## src/rtl/host_cpu_oci_dct_ctrl_if.sv

```systemverilog
// Atom ingress and frame egress signals of the OCI trace packer.
// The master modport is the atom producer and frame consumer; the slave modport is the packer.
interface host_cpu_oci_dct_ctrl_if #(
    parameter int ATOM_W = 2,
    parameter int SLOTS  = 15
);
    localparam int CNT_W = $clog2(SLOTS + 1);
    localparam int FRM_W = CNT_W + ATOM_W * SLOTS;

    logic              atom_valid;
    logic [ATOM_W-1:0] atom;
    logic              frm_valid;
    logic [FRM_W-1:0]  frm_data;
    logic              frm_ready;

    modport master (
        output atom_valid,
        output atom,
        output frm_ready,
        input  frm_valid,
        input  frm_data
    );

    modport slave (
        input  atom_valid,
        input  atom,
        input  frm_ready,
        output frm_valid,
        output frm_data
    );
endinterface

```

## src/rtl/host_cpu_oci_dct_ctrl.sv

```systemverilog
// Packs host CPU trace atoms into dct_buffer/dct_count, emits frames and sequences end-of-test.
// Optional feature macro: DCT_DROP_COUNT_EN (saturating 8-bit overflow drop counter).
module host_cpu_oci_dct_ctrl #(
    parameter int ATOM_W = 2,
    parameter int SLOTS  = 15,
    localparam int CNT_W = $clog2(SLOTS + 1),
    localparam int BUF_W = ATOM_W * SLOTS
) (
    input  logic                          clk,
    input  logic                          reset_n,
    host_cpu_oci_dct_ctrl_if.slave        bus,
    input  logic                          flush_req,
    input  logic                          test_ending,
    output logic [BUF_W-1:0]              dct_buffer,
    output logic [CNT_W-1:0]              dct_count,
    output logic                          atom_drop,
    output logic [7:0]                    drop_cnt,
    output logic                          test_has_ended
);
    localparam int FRM_W = CNT_W + BUF_W;
    localparam logic [CNT_W-1:0] CNT_MAX  = CNT_W'(SLOTS);
    localparam logic [CNT_W-1:0] CNT_ZERO = {CNT_W{1'b0}};

    typedef enum logic [1:0] {
        ST_RUN   = 2'd0,
        ST_DRAIN = 2'd1,
        ST_ENDED = 2'd2
    } state_e;

    state_e             state_q, state_d;
    logic [BUF_W-1:0]   buf_q, buf_d;
    logic [CNT_W-1:0]   cnt_q, cnt_d;
    logic               fv_q, fv_d;
    logic [FRM_W-1:0]   fdata_q, fdata_d;
    logic               flush_pend_q, flush_pend_d;
    logic               end_pend_q, end_pend_d;
    logic               drop_q, drop_d;
    logic               ended_q, ended_d;

    logic               hold_free_s;
    logic               cnt_full_s;
    logic               xfer_s;
    logic               run_s;
    logic               accept_s;
    logic [CNT_W-1:0]   base_cnt_s;

    // Transfer/accept/drop decisions from the current registered state.
    always_comb begin
        hold_free_s = !fv_q | bus.frm_ready;
        cnt_full_s  = (cnt_q == CNT_MAX);
        xfer_s      = hold_free_s & (cnt_full_s | (flush_pend_q & (cnt_q != CNT_ZERO)));
        run_s       = (state_q == ST_RUN);
        accept_s    = bus.atom_valid & run_s & (!cnt_full_s | xfer_s);
        drop_d      = bus.atom_valid & run_s & cnt_full_s & !xfer_s;
    end

    // Packing buffer: a transfer empties it, so a same-cycle atom lands in slot 0.
    always_comb begin
        buf_d      = buf_q;
        cnt_d      = cnt_q;
        base_cnt_s = cnt_q;
        if (xfer_s) begin
            buf_d      = {BUF_W{1'b0}};
            base_cnt_s = CNT_ZERO;
        end else begin
            buf_d      = buf_q;
            base_cnt_s = cnt_q;
        end
        if (accept_s) begin
            for (int s = 0; s < SLOTS; s++) begin
                if (base_cnt_s == CNT_W'(s)) begin
                    buf_d[s*ATOM_W +: ATOM_W] = bus.atom;
                end else begin
                    buf_d[s*ATOM_W +: ATOM_W] = buf_d[s*ATOM_W +: ATOM_W];
                end
            end
            cnt_d = base_cnt_s + CNT_W'(1);
        end else begin
            cnt_d = base_cnt_s;
        end
    end

    // Single-entry frame register and the pending-flush flag.
    always_comb begin
        fv_d         = fv_q;
        fdata_d      = fdata_q;
        flush_pend_d = flush_pend_q;
        if (xfer_s) begin
            fv_d    = 1'b1;
            fdata_d = {cnt_q, buf_q};
        end else if (bus.frm_ready) begin
            fv_d    = 1'b0;
        end else begin
            fv_d    = fv_q;
        end
        // A flush against an empty buffer simply evaporates.
        if (xfer_s | (cnt_q == CNT_ZERO)) begin
            flush_pend_d = 1'b0;
        end else begin
            flush_pend_d = flush_pend_q;
        end
        if (flush_req | (run_s & test_ending)) begin
            flush_pend_d = 1'b1;
        end else begin
            flush_pend_d = flush_pend_d;
        end
    end

    // End-of-test sequencer next state.
    always_comb begin
        state_d    = state_q;
        end_pend_d = end_pend_q;
        ended_d    = ended_q;
        case (state_q)
            ST_RUN: begin
                if (test_ending | end_pend_q) begin
                    state_d    = ST_DRAIN;
                    end_pend_d = 1'b1;
                end else begin
                    state_d    = ST_RUN;
                end
            end
            ST_DRAIN: begin
                if ((cnt_q == CNT_ZERO) & !fv_q) begin
                    state_d = ST_ENDED;
                    ended_d = 1'b1;
                end else begin
                    state_d = ST_DRAIN;
                end
            end
            ST_ENDED: begin
                state_d = ST_ENDED;
                ended_d = 1'b1;
            end
            default: begin
                state_d = ST_RUN;
            end
        endcase
    end

    // State registers.
    always_ff @(posedge clk or negedge reset_n) begin
        if (!reset_n) begin
            state_q      <= ST_RUN;
            buf_q        <= {BUF_W{1'b0}};
            cnt_q        <= CNT_ZERO;
            fv_q         <= 1'b0;
            fdata_q      <= {FRM_W{1'b0}};
            flush_pend_q <= 1'b0;
            end_pend_q   <= 1'b0;
            drop_q       <= 1'b0;
            ended_q      <= 1'b0;
        end else begin
            state_q      <= state_d;
            buf_q        <= buf_d;
            cnt_q        <= cnt_d;
            fv_q         <= fv_d;
            fdata_q      <= fdata_d;
            flush_pend_q <= flush_pend_d;
            end_pend_q   <= end_pend_d;
            drop_q       <= drop_d;
            ended_q      <= ended_d;
        end
    end

`ifdef DCT_DROP_COUNT_EN
    logic [7:0] drop_cnt_q, drop_cnt_d;

    // Saturating count of overflow drops.
    always_comb begin
        if (drop_q && (drop_cnt_q != 8'hFF)) begin
            drop_cnt_d = drop_cnt_q + 8'd1;
        end else begin
            drop_cnt_d = drop_cnt_q;
        end
    end

    // Drop counter register.
    always_ff @(posedge clk or negedge reset_n) begin
        if (!reset_n) begin
            drop_cnt_q <= 8'h00;
        end else begin
            drop_cnt_q <= drop_cnt_d;
        end
    end

    assign drop_cnt = drop_cnt_q;
`else
    assign drop_cnt = 8'h00;
`endif

    assign dct_buffer     = buf_q;
    assign dct_count      = cnt_q;
    assign bus.frm_valid  = fv_q;
    assign bus.frm_data   = fdata_q;
    assign atom_drop      = drop_q;
    assign test_has_ended = ended_q;
endmodule

```

## src/flat_wrapper.sv

```systemverilog
// flat-port wrapper written by rule: the top's interface ports become plain ports
module host_cpu_oci_dct_ctrl_flat 
#(
    parameter int ATOM_W = 2,
    parameter int SLOTS  = 15,
    localparam int CNT_W = $clog2(SLOTS + 1),
    localparam int BUF_W = ATOM_W * SLOTS
)
  (clk, reset_n, flush_req, test_ending, dct_buffer, dct_count, atom_drop, drop_cnt, test_has_ended, bus_atom_valid, bus_atom, bus_frm_ready, bus_frm_valid, bus_frm_data);
  host_cpu_oci_dct_ctrl_if #(.ATOM_W(ATOM_W), .SLOTS(SLOTS)) bus_i ();
  input  logic clk;
  input  logic reset_n;
  input  logic flush_req;
  input  logic test_ending;
  output logic [BUF_W-1:0] dct_buffer;
  output logic [CNT_W-1:0] dct_count;
  output logic atom_drop;
  output logic [7:0] drop_cnt;
  output logic test_has_ended;
  input wire logic [$bits(bus_i.atom_valid)-1:0] bus_atom_valid;
  input wire logic [$bits(bus_i.atom)-1:0] bus_atom;
  input wire logic [$bits(bus_i.frm_ready)-1:0] bus_frm_ready;
  output wire logic [$bits(bus_i.frm_valid)-1:0] bus_frm_valid;
  output wire logic [$bits(bus_i.frm_data)-1:0] bus_frm_data;
  assign bus_i.atom_valid = bus_atom_valid;
  assign bus_i.atom = bus_atom;
  assign bus_i.frm_ready = bus_frm_ready;
  assign bus_frm_valid = bus_i.frm_valid;
  assign bus_frm_data = bus_i.frm_data;
  host_cpu_oci_dct_ctrl #(.ATOM_W(ATOM_W), .SLOTS(SLOTS)) u_core (.clk(clk), .reset_n(reset_n), .bus(bus_i), .flush_req(flush_req), .test_ending(test_ending), .dct_buffer(dct_buffer), .dct_count(dct_count), .atom_drop(atom_drop), .drop_cnt(drop_cnt), .test_has_ended(test_has_ended));
endmodule
```

## config.mk

```make
export PLATFORM = sky130hd
export DESIGN_NAME = host_cpu_oci_dct_ctrl_flat
export DESIGN_NICKNAME = d
export VERILOG_FILES = /design/src/rtl/host_cpu_oci_dct_ctrl_if.sv /design/src/rtl/host_cpu_oci_dct_ctrl.sv /design/src/flat_wrapper.sv
export SDC_FILE = /design/constraint.sdc
export NUM_CORES = 1
export LEC_CHECK = 0
export CAP_MARGIN = 20
export CORE_MARGIN = 2
export CORE_UTILIZATION = 44
export CTS_CLUSTER_SIZE = 24
export DETAILED_ROUTE_END_ITERATION = 8
export GPL_ROUTABILITY_DRIVEN = 0
export PLACE_DENSITY = 0.76
export SLEW_MARGIN = 40
export SYNTH_ARGS = -nofsm -noshare
export SYNTH_HDL_FRONTEND = slang
export SYNTH_SLANG_ARGS = --single-unit
```

## constraint.sdc

```tcl
create_clock -name clk -period 1.65 [get_ports clk]
set_input_delay 0.33 -clock clk [delete_from_list [all_inputs] [get_ports clk]]
set_output_delay 0.33 -clock clk [all_outputs]
set_load 0.03 [all_outputs]
```

### Met1 routing, run 1

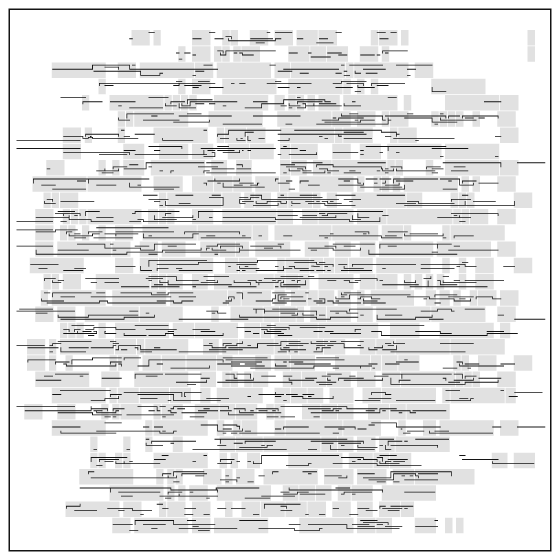
410 nets have wire on it. The layer carries 3720 um of wire. The longest straight run is 30.8 um.
WL final: 8990 um
GR Layer Usage met1: 27.2%

### Metal 2, run 1

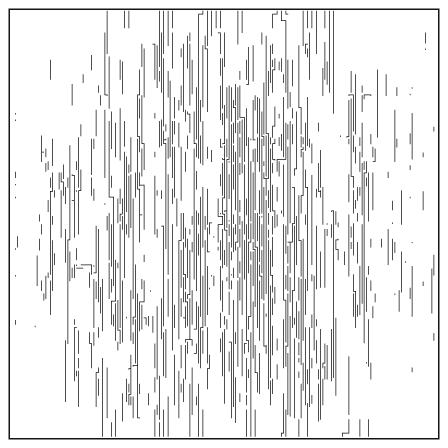
The longest straight run is 35.9 um. The wires run mostly vertical. The layer holds 51% of the routed length.
met2 Use GR: 36.5%
via count: 2897

### Met4 routing, run 1

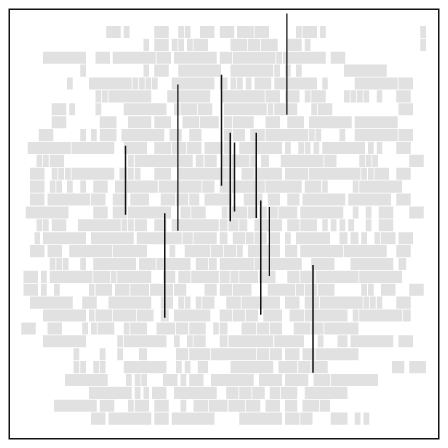
The layer holds 2.5% of the routed length. The longest straight run is 30.6 um. The wires run mostly vertical.

==> out/metrics.csv, run 1 <==
metric,value,unit
outcome,"finished, violations left",
violations,negative setup slack,
setup_violations,5,
layout_setup_ws,-0.0207,ns
crit_required,1.89,ns
postCtsSetupBuffers,4,
pin_count,87,
worstSetupPathType,reg -> reg,
post_drt_via_cell_ratio,5.17,
finalSetupTns,-0.0681,ns
rsz0062_at_grt,true,
seq_cells,75,
crit_family,buffers and inverters,
syn-cell-area,3280,um^2
r2r_cells,7,
aoi_share,11.5,%
power_density,1380,nW/um^2
clk-power,1.40,mW
htreeDepth,3,
comb_cells,227,
die-area,8160,um^2
ys_cells,324,
critical_path_depth,7,
grt_pass1_wl,14100,um
enable_flop_cells,0,
dpl-instance-area,4470,um^2
seq_area_frac_synth,57.3,%
dp_cells,533,
diodes,0,
comb-cell-share,28.7,%
cts_sinks,75,
p_sw,2.64,mW
drv_cap,0,
final_util,67.8,%
cp-end-kind,register,
seq_power,2.25,mW
numPortBuffers,78,
stdcell_area,4890,um^2
insertion_delay,0.35,ns
==> run 2, diff against run 1 <==
ABC_AREA = 1   (was default)
### Placement density heat map, run 2

The bar under the picture is 20 um long. 9 x 9 tiles, from dark blue (low) to red (high), 0 to 100% covered.
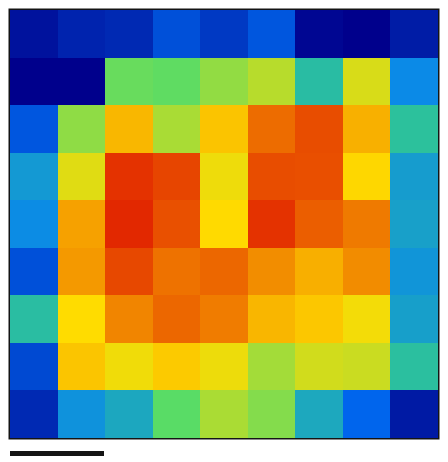
The densest ninth of the die: center. The mean over all tiles is 56%. The emptiest ninth of the die: upper left. The fullest tile reaches 96%. 40% of the tiles are over 75% full.

==> out/metrics.csv, run 2 <==
metric,value,unit
enable_flop_cells,0,
setup_violations,0,
dp_cells,571,
diodes,0,
dpl-instance-area,4340,um^2
grt_pass1_wl,13400,um
cp-end-kind,register,
post_drt_via_cell_ratio,4.95,
grtUsageMet1,26.0,%
power_density,1250,nW/um^2
ys_cells,384,
r2r_cells,11,
pin_count,87,
postCtsSetupBuffers,0,
worstSetupPathType,reg -> reg,
drv_cap,0,
aoi_share,4.35,%
stdcell_area,4780,um^2
seq_power,2.18,mW
seq_cells,75,
seq_area_frac_synth,56.3,%
outcome,"complete, no violations",
crit_family,simple AND/OR/NAND/NOR gates,
num_vias,2979,
wirelength,8330,um
==> run 3, diff against run 2 <==
MAX_ROUTING_LAYER = met4   (was default)
### Metal 2, run 3

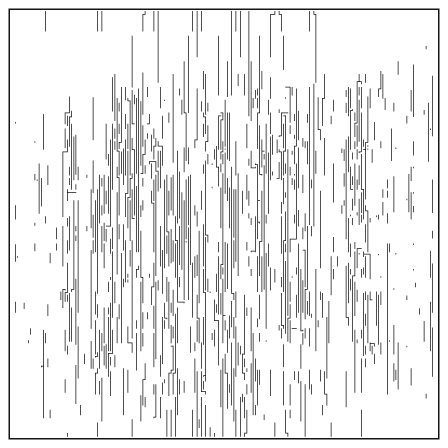
The layer holds 50% of the routed length. The layer carries 4110 um of wire. The longest straight run is 35.4 um.

==> out/metrics.csv, run 3 <==
metric,value,unit
htreeDepth,3,
cp-end-kind,register,
ys_cells,384,
post_drt_via_cell_ratio,4.95,
num_vias,2961,
grtUsageMet1,26.4,%
seq_area_frac_synth,56.3,%
syn-cell-area,3330,um^2
layout_setup_ws,0.0238,ns
power_density,1280,nW/um^2
dpl-instance-area,4340,um^2
wirelength,8290,um
critical_path_depth,10,
pin_count,87,
r2r_cells,10,
comb-cell-share,29.8,%
insertion_delay,0.35,ns
outcome,"complete, no violations",
p_sw,2.44,mW
enable_flop_cells,0,
finalSetupTns,0,ns
clk-power,1.43,mW
crit_required,1.89,ns
numPortBuffers,78,
crit_family,simple AND/OR/NAND/NOR gates,
postCtsSetupBuffers,0,
Power is estimated from default activity; no workload was simulated.
